Design i2c_slave_regfile, sky130hd; sources not shown.
Run 1, placement density heat map:
The die is cut into 20 by 20 equal tiles; black is low, pale yellow is high, 0 to 100% covered.
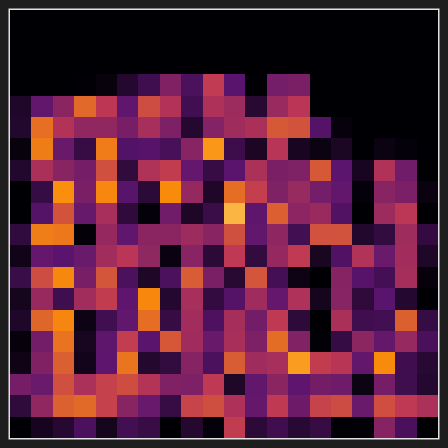
tiles over 75% full: 1.0%
nearly empty tiles: 26%
fullest tile: 84%
emptiest ninth of the die: upper right
mean over tiles: 25%
fin util: 28.12%
area of the core: 37,840 µm²

Run 1, placement by cell class:
The bar under the picture is 50 µm long. Fill, decap, tap and diode cells in gray.
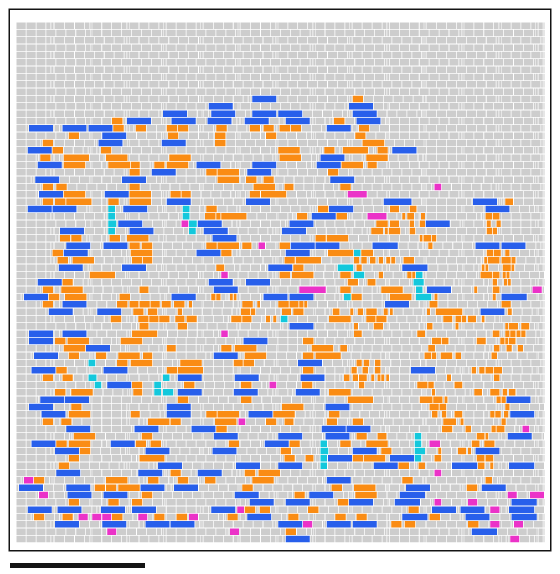
[all other logic] orange | cells: 441
[flip-flops] blue | cells: 178
[clock drivers and dummy loads] cyan | cells: 32
[other buffers and delay cells] magenta | cells: 33
FP Rows: 71
Final Cell Area: 10,640 µm²
flop share of the area: 42.03%

Run 1, register map, names as in the netlist:
The bar under the picture is 50 µm long. Other sequential cells in the stronger gray, the rest of the logic in the fainter gray.
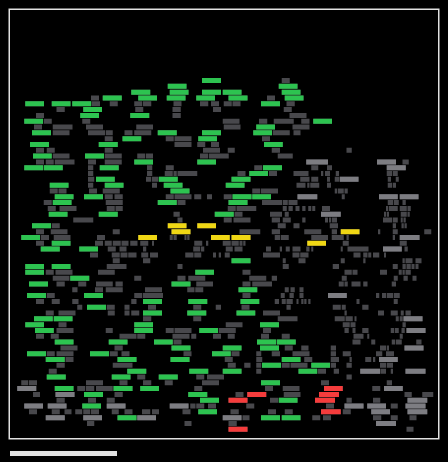
[r_regs] green | flops: 128
[r_shift] red | flops: 7 | where: lower right
[r_rd_byte] yellow | flops: 8 | where: center
P_seq: 2.40 mW
FF/Latch Area: 4473 µm²

==> impl_metrics.json, run 1 <==
{
  "tritoncts": "done",
  "cp_max_fo": 32,
  "syn_inst": 672,
  "ys_sh_aoi_pct": 4.728,
  "gr-total-overflow": 0,
  "largest_register_ffs": 128,
  "grt_max_degree": 97,
  "crit_type": "flip-flop to flip-flop",
  "finalSetupViolations": 0,
  "crit_slowest_cell": "dfrtp_4",
  "final_common_cell": "dfrtp_1",
  "cp-start-kind": "flip-flop",
  "ys_types": 64,
  "crit_chain": "inv_1, ha_1, buf_12, mux4_2, mux4_2, nand2_1, o221ai_1",
  "switchingPower_mw": 2.164,
  "top_layer": "met4",
  "globalplace.congestion": 0.7975,
  "cts_buffers": 17,
  "slew_viol_final": 0,
  "critical_path_buf_inv_count": 2,
  "synth-edff-count": 0,
  "syn-cell-area_um2": 9633,
  "p_comb_mw": 1.70,
  "htree_num_levels": 4,
  "cts_setup_buffers": 0,
  "dr_wl_met2_mm": 13.70,
  "ant_nets": 0,
  "lay_top_cells": "dfrtp_1 (165), mux2_2 (163), mux4_2 (54), mux2i_1 (24), nor2_1 (19)",
  "fin_tns_setup_ns": 0,
  "p_int_mw": 2.933,
  "ys_sh_simple_pct": 6.546,
  "slowest_delay_ns": 0.68,
  "ir_drop_uv": 221.2,
  "warnings": 30,
  "fin_cells": 1196,
  "switching_share_pct": 42.46,
  "timing.fmax_ghz": 0.3445,
  "period_used_pct": 70.79,
  "pwr-share-comb_pct": 33.4,
  "tightest_slew_ns": 0.8289,
  "r2r_cells": 7,
  "timing.critical_path.mode_cell": "mux4_2",
  "rsz0062_at_grt": "false",
  "fp_util_pct": 25.45,
  "area_growth_pct": 10.48,
  "required_ns": 4.56,
  "drive_gt1_share_pct": 44.30,
  "p_seq_share_pct": 47.1,
  "fin_ws_ns": 1.198,
  "holdWs_ns": 0.3694,
  "p_total_mw": 5.096,
  "drc": 0,
  "dpl.hpwl_mm": 18.44,
  "post-route-min-period_ns": 2.902,
  "maxPowerGroup": "sequential cells",
  "grt_pass1_wl_mm": 41.83,
  "nets": 681,
  "fin_skew_ns": 0.02711,
  "wl_met3_um": 716,
  "min_path_type": "flip-flop to flip-flop",
  "path_clk_slew_ns": 0.16,
  "synth_flops": 178,
  "p_clk_mw": 0.997,
  "cp-end-kind": "flip-flop",
  "ys.flop_type": "dfrtp_1",
  "outcome": "complete, no violations",
  "clock_latency_ns": 0.61,
  "firstDrtPassIters": 7,
  "routed_via_density": 4.947,
  "cellLeakagePower_nw": 4.613,
  "grt_pass1_vias": 6359,
  "ys_area_um2": 9633,
  "p_per_area_nw_per_um2": 478.9,
  "cts_buffer_depth": 2,
  "die_h_um": 200.3,
  "wl_per_cell_um": 22.88,
  "drtIter0Drc": 301,
  "ys_warn_count": 0,
  "io_buffers": 18,
  "topCombFamilyByArea": "multiplexers",
  "fp.dieArea_um2": 40120,
  "mux_share_pct": 37.84,
  "hold_depth": 0,
  "ios": 19,
  "critPathTopFamily": "multiplexers",
  "critical_path_depth": 7,
  "logic_area_um2": 4873,
  "n_fill_cell": 3903,
  "dp_slack_ns": 1.199,
  "hold_viol_final": 0,
  "clock-sinks": 178,
  "synth-async-reset-ratio_pct": 100.0,
  "maxCapViolCount": 0,
  "route.vias.total": 5917,
  "grt_usage_pct": 14.04,
  "max-slew-margin-rel_pct": 44.74,
  "reg2reg_setup_slack_ns": 1.20,
  "cts_resized": 0,
  "avgSynthCellArea_um2": 14.33,
  "placed_area_um2": 10320,
  "die_w_um": 200.3,
  "wl_mm": 27.37
}
[run 1: area by class of cell]
class	instances	share of cell area (%)
clock buffer	18	1.270
inverter	8	0.2822
clock inverter	14	1.340
multi-input combinational	433	45.79
sequential	178	42.03
timing repair buffer	33	3.257
tap	511	6.008
antenna	1	0.02351
[run 1: cells in the mapped netlist, drive strengths merged (7+ instances only)]
library cell  count  area [µm²]
buf              38       216.5
a222oi            7       70.07
o21ai            10       53.80
mux4             67        1558
nand2            12       45.04
mux2            164        1847
nand3            10       50.05
dfstp             7       183.9
a21oi            18       90.09
inv               8       30.03
dfrtp           171        4279
nor2             36       197.7
mux2i            24       240.2
clkbuf           15       56.30
[run 1: metal layers]
layer	global-route usage (%)	vias to the layer above
li1	-	2571
met1	18.31	3221
met2	23.85	99
met3	2.294	26
met4	4.418	0
met5	0	-
Run 1, signal wires by layer:
The bar under the picture is 50 µm long. Two of the layers only.
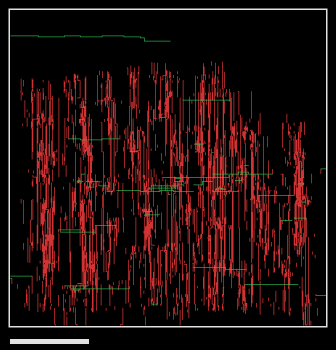

==> inputs of run 2 (changes only) <==
Clock period 4.1 ns to 2.95 ns, I/O delays scaled along.
Run 2, signal wires by layer:
The bar under the picture is 50 µm long. Two of the layers only.
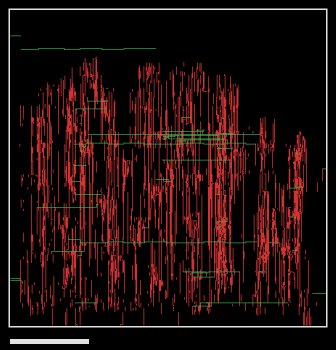
[met2] red | wire length: 14,100 µm
[met3] green | wire length: 1,010 µm
Total Routing Usage GR: 14.57%
Post-Route WL: 28.27 mm
Wirelength per Cell: 23.08 µm
DR vias: 6,064

==> impl_metrics.json, run 2 <==
{
  "outcome": "complete, no violations",
  "wl_met3_mm": 1.014,
  "ys_types": 64,
  "die_h_um": 200.3,
  "topCellsByArea": "dfrtp_1 (44%), mux2_2 (19%), mux4_2 (13%)",
  "slowest_delay_ns": 0.62,
  "cts_setup_buffers": 0,
  "post-route-min-period_ns": 2.652,
  "switchingPower_mw": 3.052,
  "crit_slowest_cell": "nor2_2",
  "crit_chain": "ha_1, nand3b_1, nor2_1, nand3_1, nor2_2, mux2_2",
  "met3_usage_pct": 3.173,
  "drtIter0Drc": 326,
  "required_ns": 3.45,
  "ys_seq_share_pct": 46.33,
  "cp-start-kind": "flip-flop",
  "ys.flop_type": "dfrtp_1",
  "yosys-top-cells-count": "dfrtp_1 (171), mux2_2 (163), mux4_2 (54), mux2i_1 (24), nor2_1 (19)",
  "maxCapViolCount": 0,
  "htree_num_levels": 4,
  "syn_inst": 672,
  "top_layer": "met4",
  "coreArea_um2": 37840,
  "p_clk_mw": 1.50,
  "grt_pass1_vias": 6574,
  "fin_cells": 1225,
  "seq_cell_count": 178,
  "fp.dieArea_um2": 40120,
  "reg2reg_setup_slack_ns": 0.30,
  "dp_slack_ns": 0.2888,
  "p_seq_share_pct": 38.9,
  "p_per_area_nw_per_um2": 674.2,
  "sh_seq_area_pct": 41.02,
  "ys_area_um2": 9633,
  "rows": 71,
  "final_common_cell": "dfrtp_1",
  "p_comb_mw": 2.99,
  "fin_tns_setup_ns": 0,
  "fin_skew_ns": 0.03301,
  "ant_nets": 0,
  "largest_cell_class": "logic gates",
  "synth-edff-count": 0,
  "routed_via_density": 4.950,
  "tap_cells": 511,
  "cts_hold_buf": 0,
  "p_clk_share_pct": 20.4,
  "synth_flops": 178,
  "nets": 710,
  "yosysMostFrequentCell": "dfrtp_1",
  "p_int_mw": 4.291,
  "regArea_um2": 4468,
  "cp-end-kind": "flip-flop",
  "die_w_um": 200.3,
  "use_met2_pct": 24.70,
  "lay_top_cells": "dfrtp_1 (169), mux2_2 (163), mux4_2 (54), buf_4 (39), mux2i_1 (24)",
  "synth-async-reset-ratio_pct": 100.0,
  "firstDrtPassIters": 5,
  "holdWs_ns": 0.2419,
  "dr_wl_met2_mm": 14.06,
  "maxPowerGroup": "combinational cells",
  "min_path_type": "primary input to asynchronous set/reset pin",
  "drt-met1-wl_mm": 12.73,
  "clock_cell_area_share_pct": 2.780,
  "cts_resized": 0,
  "ios": 19,
  "placed_area_um2": 10590,
  "yosys.area.top_type_share_pct": 44.42,
  "drc": 0,
  "busiest_layer": "met2",
  "cts_buffer_depth": 2,
  "drive_gt1_share_pct": 45.86,
  "ir_drop_uv": 312.9,
  "antenna_found_initial": 2,
  "n_fill_cell": 3871,
  "clock_latency_ns": 0.62,
  "cts-root-buf": "clkbuf_4",
  "comb_share_pct": 44.73,
  "switching_share_pct": 41.57,
  "largest_register_ffs": 128,
  "nNonClkInverters": 8,
  "slew_viol_final": 0,
  "timing.fmax_ghz": 0.3770,
  "grt_max_degree": 79,
  "nMultiInputCombCells": 433,
  "r2r_cells": 6,
  "insertedDiodeCount": 1,
  "globalplace.congestion": 0.7202,
  "ys_cells": 672,
  "pwr-share-comb_pct": 40.7,
  "ys_warn_count": 0,
  "avgSynthCellArea_um2": 14.33,
  "logic_area_um2": 4872,
  "io_buffers": 18,
  "critPathArrivalTime_ns": 3.16,
  "max-slew-margin-rel_pct": 48.43,
  "area_growth_pct": 13.07,
  "rsz0062_at_grt": "false",
  "gr-total-overflow": 0,
  "tightest_slew_ns": 0.7736,
  "path_clk_slew_ns": 0.17,
  "period_used_pct": 89.91,
  "critical_path_buf_inv_count": 0,
  "warnings": 30,
  "top_area_cell": "dfrtp_1",
  "crit_type": "flip-flop to flip-flop",
  "cts_buffers": 17,
  "critPathTopFamily": "simple AND/OR/NAND/NOR gates",
  "syn_nets": 682,
  "clock-sinks": 178,
  "finalSetupViolations": 0,
  "p_total_mw": 7.343,
  "critical_path_depth": 6,
  "seq_power_mw": 2.86,
  "clock_buffers": 18,
  "dp.cells": 1192,
  "dpl.hpwl_mm": 19.15,
  "syn-cell-area_um2": 9633,
  "tritoncts": "done",
  "grtUsageMet1_pct": 18.86,
  "hold_viol_final": 0,
  "cellLeakagePower_nw": 4.788,
  "grt_pass1_wl_mm": 43.68,
  "area_share_nonclk_buffers_pct": 5.296,
  "fin_ws_ns": 0.2977,
  "cp_max_fo": 8,
  "n_all_buffers": 62,
  "postLayoutCellArea_um2": 10890
}
Run 2, placement density heat map:
The die is cut into 20 by 20 equal tiles; black is low, pale yellow is high, 0 to 100% covered.
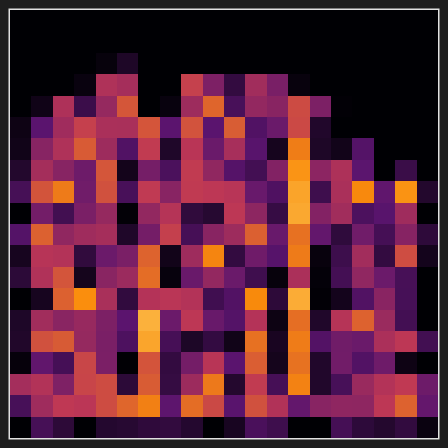
mean over tiles: 26%
tiles over 75% full: 2.0%
emptiest ninth of the die: upper right
nearly empty tiles: 26%
pre-placement core utilization: 25.45%
fin util: 28.78%

==> run 2: cell families after synthesis <==
logic type | count (synthesis) | share of synthesized area [%]
adder cells (fa/ha/maj) | 6 | 0.7793
multiplexers | 255 | 37.84
XOR/XNOR | 7 | 0.6365
flip-flops | 178 | 46.33
AND/OR/NAND/NOR | 104 | 6.546
AND-OR/OR-AND | 61 | 4.728
buffers and inverters | 61 | 3.143
==> run 2: worst reg2reg max path: stages (launching register included) <==
cell	delay [ns]
dfrtp_1	0.54
ha_1	0.27
nand3b_1	0.15
nor2_1	0.26
nand3_1	0.31
nor2_2	0.62
mux2_2	0.41
Power and IR drop assume default switching activity.
